### Cell density map

Drawn at 3 px/µm. The die is cut into 11 by 11 equal tiles; dark blue is low, red is high, 0 to 100% covered.
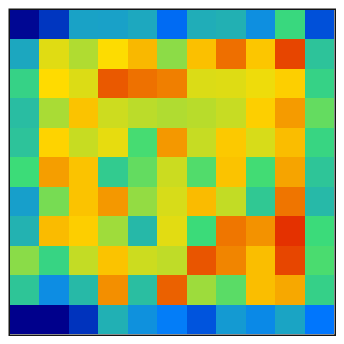
### Routing congestion map

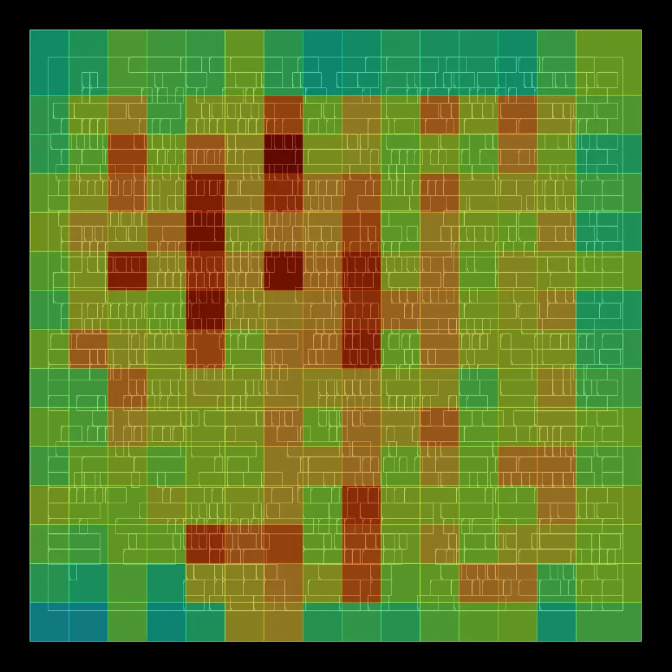
### Met4 routing

Drawn at 3 px/µm. Supply wires on this layer in grey.
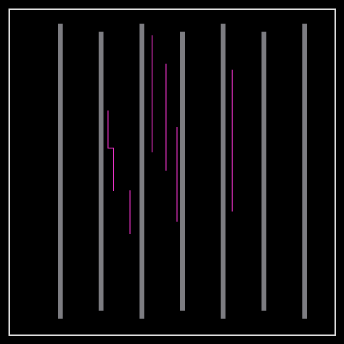
### I/O nets highlighted

Drawn at 2 px/µm.
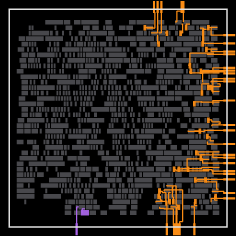
### Clock distribution

Drawn at 3 px/µm.
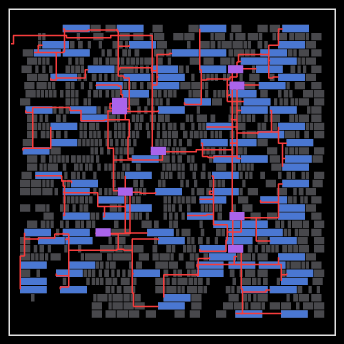
File: src/rtl/fetch_unit_if.sv
// Fetch-stage bus bundle: instruction memory request/response, decode hand-off,
// branch redirect input and the sticky error flag.
interface fetch_unit_if;
   logic        mem_req_valid;
   logic        mem_req_ready;
   logic [31:0] mem_req_addr;
   logic        mem_resp_valid;
   logic [31:0] mem_resp_data;
   logic        inst_valid;
   logic        inst_ready;
   logic [31:0] inst_data;
   logic [31:0] inst_pc;
   logic        redirect_valid;
   logic [31:0] redirect_target;
   logic        error;

   modport master (
      output mem_req_valid, mem_req_addr, inst_valid, inst_data, inst_pc, error,
      input  mem_req_ready, mem_resp_valid, mem_resp_data, inst_ready,
             redirect_valid, redirect_target
   );

   modport slave (
      input  mem_req_valid, mem_req_addr, inst_valid, inst_data, inst_pc, error,
      output mem_req_ready, mem_resp_valid, mem_resp_data, inst_ready,
             redirect_valid, redirect_target
   );
endinterface

File: src/rtl/fetch_unit.sv
// Instruction fetch stage: owns the PC, keeps one memory read in flight and
// refetches from the branch target on redirect, squashing stale responses.
module fetch_unit #(
   parameter logic [31:0] RESET_PC = 32'h0000_0000
) (
   input  logic          clk,
   input  logic          rst,
   fetch_unit_if.master  bus
);

   typedef enum logic [2:0] {
      START = 3'd0,
      REQ   = 3'd1,
      WAIT  = 3'd2,
      HOLD  = 3'd3,
      ERROR = 3'd4
   } state_t;

   state_t      state_reg, state_next;
   logic [31:0] pc_reg, pc_next;
   logic        discard_reg, discard_next;
   logic [31:0] inst_data_reg, inst_data_next;
   logic [31:0] inst_pc_reg, inst_pc_next;

   logic redirect_ok;
   logic redirect_bad;
   logic req_fire;

   assign redirect_ok  = bus.redirect_valid && (bus.redirect_target[1:0] == 2'b00);
   assign redirect_bad = bus.redirect_valid && (bus.redirect_target[1:0] != 2'b00);
   assign req_fire     = (state_reg == REQ) && bus.mem_req_ready;

   always_ff @(posedge clk or posedge rst) begin
      if (rst) begin
         state_reg     <= START;
         pc_reg        <= RESET_PC;
         discard_reg   <= 1'b0;
         inst_data_reg <= 32'h0;
         inst_pc_reg   <= 32'h0;
      end else begin
         state_reg     <= state_next;
         pc_reg        <= pc_next;
         discard_reg   <= discard_next;
         inst_data_reg <= inst_data_next;
         inst_pc_reg   <= inst_pc_next;
      end
   end

   // A misaligned redirect outranks everything; an aligned one outranks all
   // handshakes but never stops an already-accepted request from being waited on.
   always_comb begin
      state_next     = state_reg;
      pc_next        = pc_reg;
      discard_next   = discard_reg;
      inst_data_next = inst_data_reg;
      inst_pc_next   = inst_pc_reg;

      if (state_reg != ERROR && redirect_bad) begin
         state_next = ERROR;
      end else begin
         case (state_reg)
            START: begin
               state_next = REQ;
               if (redirect_ok) pc_next = bus.redirect_target;
            end
            REQ: begin
               if (redirect_ok) pc_next = bus.redirect_target;
               if (req_fire) begin
                  state_next   = WAIT;
                  discard_next = redirect_ok;
               end
            end
            WAIT: begin
               if (redirect_ok) begin
                  pc_next      = bus.redirect_target;
                  discard_next = 1'b1;
                  if (bus.mem_resp_valid) state_next = REQ;
               end else if (bus.mem_resp_valid) begin
                  if (discard_reg) begin
                     state_next = REQ;
                  end else begin
                     inst_data_next = bus.mem_resp_data;
                     inst_pc_next   = pc_reg;
                     state_next     = HOLD;
                  end
               end
            end
            HOLD: begin
               if (redirect_ok) begin
                  pc_next    = bus.redirect_target;
                  state_next = REQ;
               end else if (bus.inst_ready) begin
                  pc_next    = pc_reg + 32'd4;
                  state_next = REQ;
               end
            end
            default: state_next = ERROR;
         endcase
      end
   end

   always_comb begin
      bus.mem_req_valid = (state_reg == REQ);
      bus.inst_valid    = (state_reg == HOLD);
      bus.error         = (state_reg == ERROR);
   end

   assign bus.mem_req_addr = pc_reg;
   assign bus.inst_data    = inst_data_reg;
   assign bus.inst_pc      = inst_pc_reg;

endmodule
File: src/flat_wrapper.sv
// flat-port wrapper written by rule: the top's interface ports become plain ports
module fetch_unit_flat 
#(
   parameter logic [31:0] RESET_PC = 32'h0000_0000
)
  (clk, rst, bus_mem_req_valid, bus_mem_req_addr, bus_inst_valid, bus_inst_data, bus_inst_pc, bus_error, bus_mem_req_ready, bus_mem_resp_valid, bus_mem_resp_data, bus_inst_ready, bus_redirect_valid, bus_redirect_target);
  fetch_unit_if bus_i ();
  input  logic clk;
  input  logic rst;
  output wire logic [$bits(bus_i.mem_req_valid)-1:0] bus_mem_req_valid;
  output wire logic [$bits(bus_i.mem_req_addr)-1:0] bus_mem_req_addr;
  output wire logic [$bits(bus_i.inst_valid)-1:0] bus_inst_valid;
  output wire logic [$bits(bus_i.inst_data)-1:0] bus_inst_data;
  output wire logic [$bits(bus_i.inst_pc)-1:0] bus_inst_pc;
  output wire logic [$bits(bus_i.error)-1:0] bus_error;
  input wire logic [$bits(bus_i.mem_req_ready)-1:0] bus_mem_req_ready;
  input wire logic [$bits(bus_i.mem_resp_valid)-1:0] bus_mem_resp_valid;
  input wire logic [$bits(bus_i.mem_resp_data)-1:0] bus_mem_resp_data;
  input wire logic [$bits(bus_i.inst_ready)-1:0] bus_inst_ready;
  input wire logic [$bits(bus_i.redirect_valid)-1:0] bus_redirect_valid;
  input wire logic [$bits(bus_i.redirect_target)-1:0] bus_redirect_target;
  assign bus_mem_req_valid = bus_i.mem_req_valid;
  assign bus_mem_req_addr = bus_i.mem_req_addr;
  assign bus_inst_valid = bus_i.inst_valid;
  assign bus_inst_data = bus_i.inst_data;
  assign bus_inst_pc = bus_i.inst_pc;
  assign bus_error = bus_i.error;
  assign bus_i.mem_req_ready = bus_mem_req_ready;
  assign bus_i.mem_resp_valid = bus_mem_resp_valid;
  assign bus_i.mem_resp_data = bus_mem_resp_data;
  assign bus_i.inst_ready = bus_inst_ready;
  assign bus_i.redirect_valid = bus_redirect_valid;
  assign bus_i.redirect_target = bus_redirect_target;
  fetch_unit #(.RESET_PC(RESET_PC)) u_core (.clk(clk), .rst(rst), .bus(bus_i));
endmodule
File: config.mk
export PLATFORM = sky130hd
export DESIGN_NAME = fetch_unit_flat
export DESIGN_NICKNAME = d
export VERILOG_FILES = /design/src/rtl/fetch_unit_if.sv /design/src/rtl/fetch_unit.sv /design/src/flat_wrapper.sv
export SDC_FILE = /design/constraint.sdc
export NUM_CORES = 1
export LEC_CHECK = 0
export ABC_AREA = 1
export ABC_CLOCK_PERIOD_IN_PS = 5700
export CAP_MARGIN = 20
export CORE_MARGIN = 3
export CORE_UTILIZATION = 50
export CTS_CLUSTER_DIAMETER = 50
export DETAILED_ROUTE_END_ITERATION = 6
export PLACE_DENSITY_LB_ADDON = 0.15
export SYNTH_ARGS = -nofsm -noshare
export SYNTH_HDL_FRONTEND = slang
export SYNTH_SLANG_ARGS = --single-unit
File: constraint.sdc
create_clock -name clk -period 5.7 [get_ports clk]
set_input_delay 0.57 -clock clk [delete_from_list [all_inputs] [get_ports clk]]
set_output_delay 0.57 -clock clk [all_outputs]
set_load 0.05 [all_outputs]
==> results.json <==
{
  "path_delay_family": "simple AND/OR/NAND/NOR gates",
  "globalplace.congestion": 0.8979,
  "rsz0062_at_grt": "false",
  "warning_count": 26,
  "tns_ps": 0,
  "top_cell": "nand2_1",
  "r2r-start": "u_core.state_reg[0]",
  "floorplan.nets": 788,
  "fin_nets": 945,
  "fin_crit_ps": 2601,
  "crit_path_max_fanout": 76,
  "r2r_cells": 7,
  "rr_endpoint": "u_core.bus.inst_data[13]",
  "finalHoldViolCount": 0,
  "rows": 36,
  "min_from": "u_core.bus.inst_data[16]",
  "setup_viol": 0,
  "avgSynthCellArea_um2": 7.277,
  "ys_cells": 717,
  "grt.total_usage_pct": 24.13,
  "hold_slack_ps": 493.1,
  "route.layer.met1.wl_mm": 6.167,
  "largest_area_cell": "dfrtp_1",
  "cts_buffer_depth": 2,
  "relSlewSlack_pct": 34.87,
  "htreeDepth": 3,
  "rrSetupSlack_ps": 3370,
  "hold_end": "u_core.bus.inst_data[16]",
  "common_cells": "251 x nand2_1, 105 x nor2_1, 100 x dfrtp_1",
  "synth_cell_type_count": 29,
  "synth-edff-count": 0,
  "drt_pre_antenna_iters": 5,
  "p_total_w": 0.001623,
  "status": "complete, no violations",
  "min_period_over_period_pct": 45.63,
  "ant_nets": 0,
  "grt_pass1_wl_mm": 22.78,
  "synthesis.area_um2": 5218,
  "top_layer_used": "met4",
  "critPathArrivalTime_ps": 2820,
  "syn2layout_area_growth_pct": 35.68,
  "synth_flop_count": 100,
  "postSynthSeqShare_pct": 47.96,
  "cts-root-buf": "clkbuf_8",
  "grt_pass1_vias": 4706,
  "numCtsBuffers": 9,
  "via_per_inst": 4.989,
  "place_inst": 996,
  "yosys-stat-area_um2": 5218,
  "max_freq_mhz": 384.5,
  "ir_drop_v": 0.0001305
}
About 'Cell density map':
tiles over 75% full = 32%
mean over tiles = 59%
nearly empty tiles = 2.5%
emptiest ninth of the die = south-west
fullest tile = 94%
Core Util, Final: 71.12%
core area: 9955 µm²
fp_density: 52.41%

About 'Routing congestion map':
met2 GRT Util: 40.19%
WL/cell: 13.89 µm
Top Usage Layer GRT: met2

About 'Met4 routing':
longest straight run = 46.9 µm
wire length on this layer = 195 µm
nets with wire on the layer = 4
share of all routed wire = 1.4%
main direction = vertical
WL final: 14.06 mm
vias: 5,049

About 'I/O nets highlighted':
purple -> bus_inst_ready  # bits 1, direction input, end cells 1, buffers 1, wire 13.7 µm
orange -> bus_mem_resp_data  # bits 32, direction input, end cells 32, buffers 32, wire 671 µm
Buffers on Ports: 168
I/O Pins: 169

About 'Clock distribution':
red -> clock wires  # length 1,200 µm
purple -> clock drivers  # count 9
blue -> flip-flops  # count 100
flops lie = widely spread
Final Skew: 9.849 ps
power in the clock group: 0.000438 W
Late-Pin Clk Latency: 360 ps
clock share of power: 27.0%

==> where the power goes <==
group          switching, W  total (W)  internal [W]
Sequential        0.0000530   0.000801      0.000748
Clock              0.000244   0.000438      0.000194
Combinational      0.000242   0.000384      0.000142
Total              0.000539    0.00162       0.00108
==> per-stage QoR <==
step           setup slack (ps)  cell area (µm²)
6_report                   3099             7079
3_3_place_gp               2837             6890
2_1_floorplan              2511             5218
3_5_place_dp               2697             6890
5_1_grt                    2849             7079
4_1_cts                    3088             7079
==> per-layer routing <==
layer  up-vias  global-route usage [%]
li1       2535                       -
met2       187                   40.19
met4         0                   6.943
met1      2311                   33.06
met5         -                       0
met3        16                   3.403
==> cell usage in the layout, fill, tap and decap left out, types with 3 or more instances in the layout <==
master	count
clkbuf_8	12
o21ai_1	53
nand2_1	251
inv_2	3
xor2_1	4
dfrtp_1	100
o21ai_0	32
nand4_1	7
clkdlybuf4s50_1	168
nor2_1	105
inv_1	81
nand3_1	40
==> worst max-delay path by stage <==
stage                     slack, ps              startpoint                        to  cells after the start
after CTS                      3090  bus_redirect_target[1]  u_core.bus.inst_data[13]                      9
after global routing           2850  bus_redirect_target[1]  u_core.bus.inst_data[13]                      9
final                          3100  bus_redirect_target[1]  u_core.bus.inst_data[13]                      9
after detailed placement       2700  bus_redirect_target[1]  u_core.bus.inst_data[13]                      9
after floorplan                2510                     rst   u_core.bus.inst_data[0]                      1
after global placement         2840  bus_redirect_target[1]     u_core.bus.inst_pc[5]                      9
==> tightest hold or removal path: stages, from the launching register on <==
cell     delay (ps)
dfrtp_1         350
nand2_1          50
o21ai_1          60
==> layout make-up <==
class	instances	area (µm²)
Clock inverter	3	20.02
Sequential cell	100	2502
Multi-Input combinational cell	507	2195
Tap cell	133	166.4
Fill cell	827	2875
Timing Repair Buffer	170	1697
Clock buffer	13	168.9
Inverter	86	330.3
==> kinds of logic after synthesis <==
logic type      synth area share (%)
flops                          47.96
buf+inv                        10.12
xor+xnor                      0.8393
fa+ha+maj                     0.2398
simple gates                   32.37
compound gates                 8.465
Power is estimated from default activity; no workload was simulated.
